Design prefix_addsub_pipe, sky130hd; sources not shown.
### Metal layers overlaid

Drawn at 4 px/um.
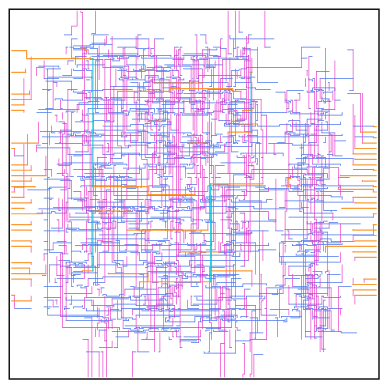
metal 4 -> cyan  # wire length 86.4 um
metal 3 -> orange  # wire length 493 um
metal 2 -> magenta  # wire length 4,300 um
metal 1 -> blue  # wire length 4,050 um
Routed Wire Length: 8930 um
Global Route Usage Sum: 0.219
via count: 3,534

### Signal wires on met2

Drawn at 3 px/um.
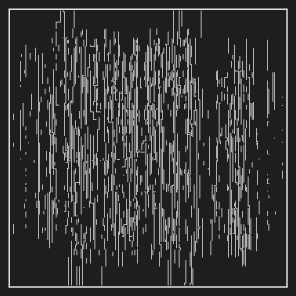
nets with wire on the layer = 532
longest straight run = 61.2 um
share of all routed wire = 48%
wire length on this layer = 4,300 um
GR Layer Usage met2: 0.380

### Routing congestion map

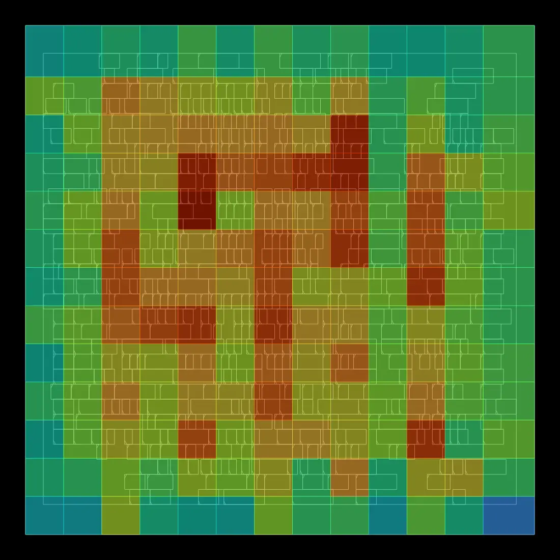
GRT busiest layer: met2
WL/cell: 12.6 um
met1 Track Usage GR: 0.269

### Port wiring

Drawn at 4 px/um.
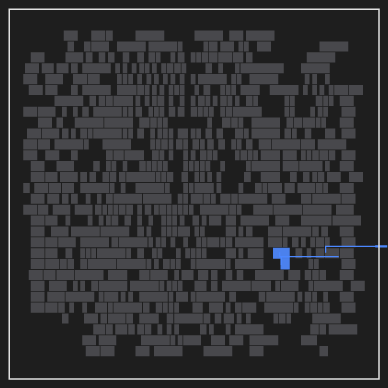
out_ready -> blue  # bits 1, direction input, edge right, end cells 2, buffers 1, wire 32.0 um
I/O pin count: 74
Port Buffers: 72

==> summary.txt <==
run metrics: Pins Over Slew Limit 0, Post-synth seq share 0.373, Slowest-stage cell, CP clkdlybuf4s50_1, combinational cell fraction of total power 0.267, Fmax achieved 379 MHz, simple share 0.248, vias per inst 4.97, YS chip area 3700 sq um, Period minus WS final 2640 ps, initial antenna violation count 0, RSZ-0062 raised after global routing false, Commonest Layout Cell nand2_1, status finished clean, flip-flops 69, GP Congestion 0.875, post-layout util 0.682, CTS max path bufs 2, Num Clock Sinks 69, Pint 1.81 mW, post-CTS sizing 7, Leading cell kind multi-input combinational cells, Slew headroom 0.334, final worst-path cycle share 0.978, die span in x 92.1 um, syn avg cell area 7.03 sq um, worst min path class register to register, DIE AREA 8480 sq um, cell count listed in synth_stat.txt 527, met3 Use GR 0.0517, Signal buffers 91, Antenna Nets Post-Route 0, Hold Path Depth 2, DRT iter0 DRCs 206, maximum capacitance violations 0, core area 6980 sq um, Syn Inst Count 527, row cnt 30, Top non-seq family simple AND/OR/NAND/NOR gates
## Yosys cell counts (all sizes together)
cell | number | area [sq um]
o21a | 3 | 22.5
nand3 | 24 | 125
inv | 77 | 289
or2 | 4 | 25.0
xor2 | 25 | 219
clkbuf | 13 | 48.8
nor3 | 9 | 56.3
nand4 | 2 | 33.8
o21bai | 9 | 67.6
nor2 | 60 | 253
and3 | 1 | 6.26
ha | 19 | 238
buf | 6 | 35.0
o211ai | 1 | 7.51
xnor2 | 1 | 8.76
o21ai | 52 | 260
dfxtp | 69 | 1380
nand2 | 110 | 418
a21oi | 42 | 210
## stage by stage
stage	setup slack [ps]	cell area (sq um)	instances	hold WS [ps]	power (mW)
2_1_floorplan	177	3710	527	279	1.71
3_3_place_gp	-778	4550	695	296	1.92
3_5_place_dp	-763	4550	695	297	1.94
4_1_cts	54.6	4760	711	308	2.80
5_1_grt	7.80	4760	711	337	2.92
6_report	59.0	4760	711	305	2.78
## logic make-up after synthesis
kind of cell             after synthesis
flip-flops                            69
AND-OR/OR-AND                        107
buffers and inverters                 96
XOR/XNOR                              26
adder cells (fa/ha/maj)               19
AND/OR/NAND/NOR                      210
## worst register-to-register path: stages (launching register included)
cell,delay [ps]
dfxtp_1,340
ha_1,150
inv_1,40
nand2_1,80
ha_1,150
inv_1,30
nand2_1,80
nand2_1,60
nand2_1,110
nand2_1,60
nand2_1,130
nand2_1,70
nand2_1,90
inv_1,70
nand2_1,70
nand3_1,70
nand2_1,80
inv_1,30
## power by group through the flow
stage	clock [mW]	sequential [mW]	combinational, mW
6_report	0.863	1.17	0.744
5_1_grt	0.934	1.19	0.805
4_1_cts	0.879	1.17	0.745
3_5_place_dp	0	1.20	0.741
3_3_place_gp	0	1.19	0.725
2_1_floorplan	0	1.44	0.266
No activity file was given, so power comes from the tool's default toggle rates.
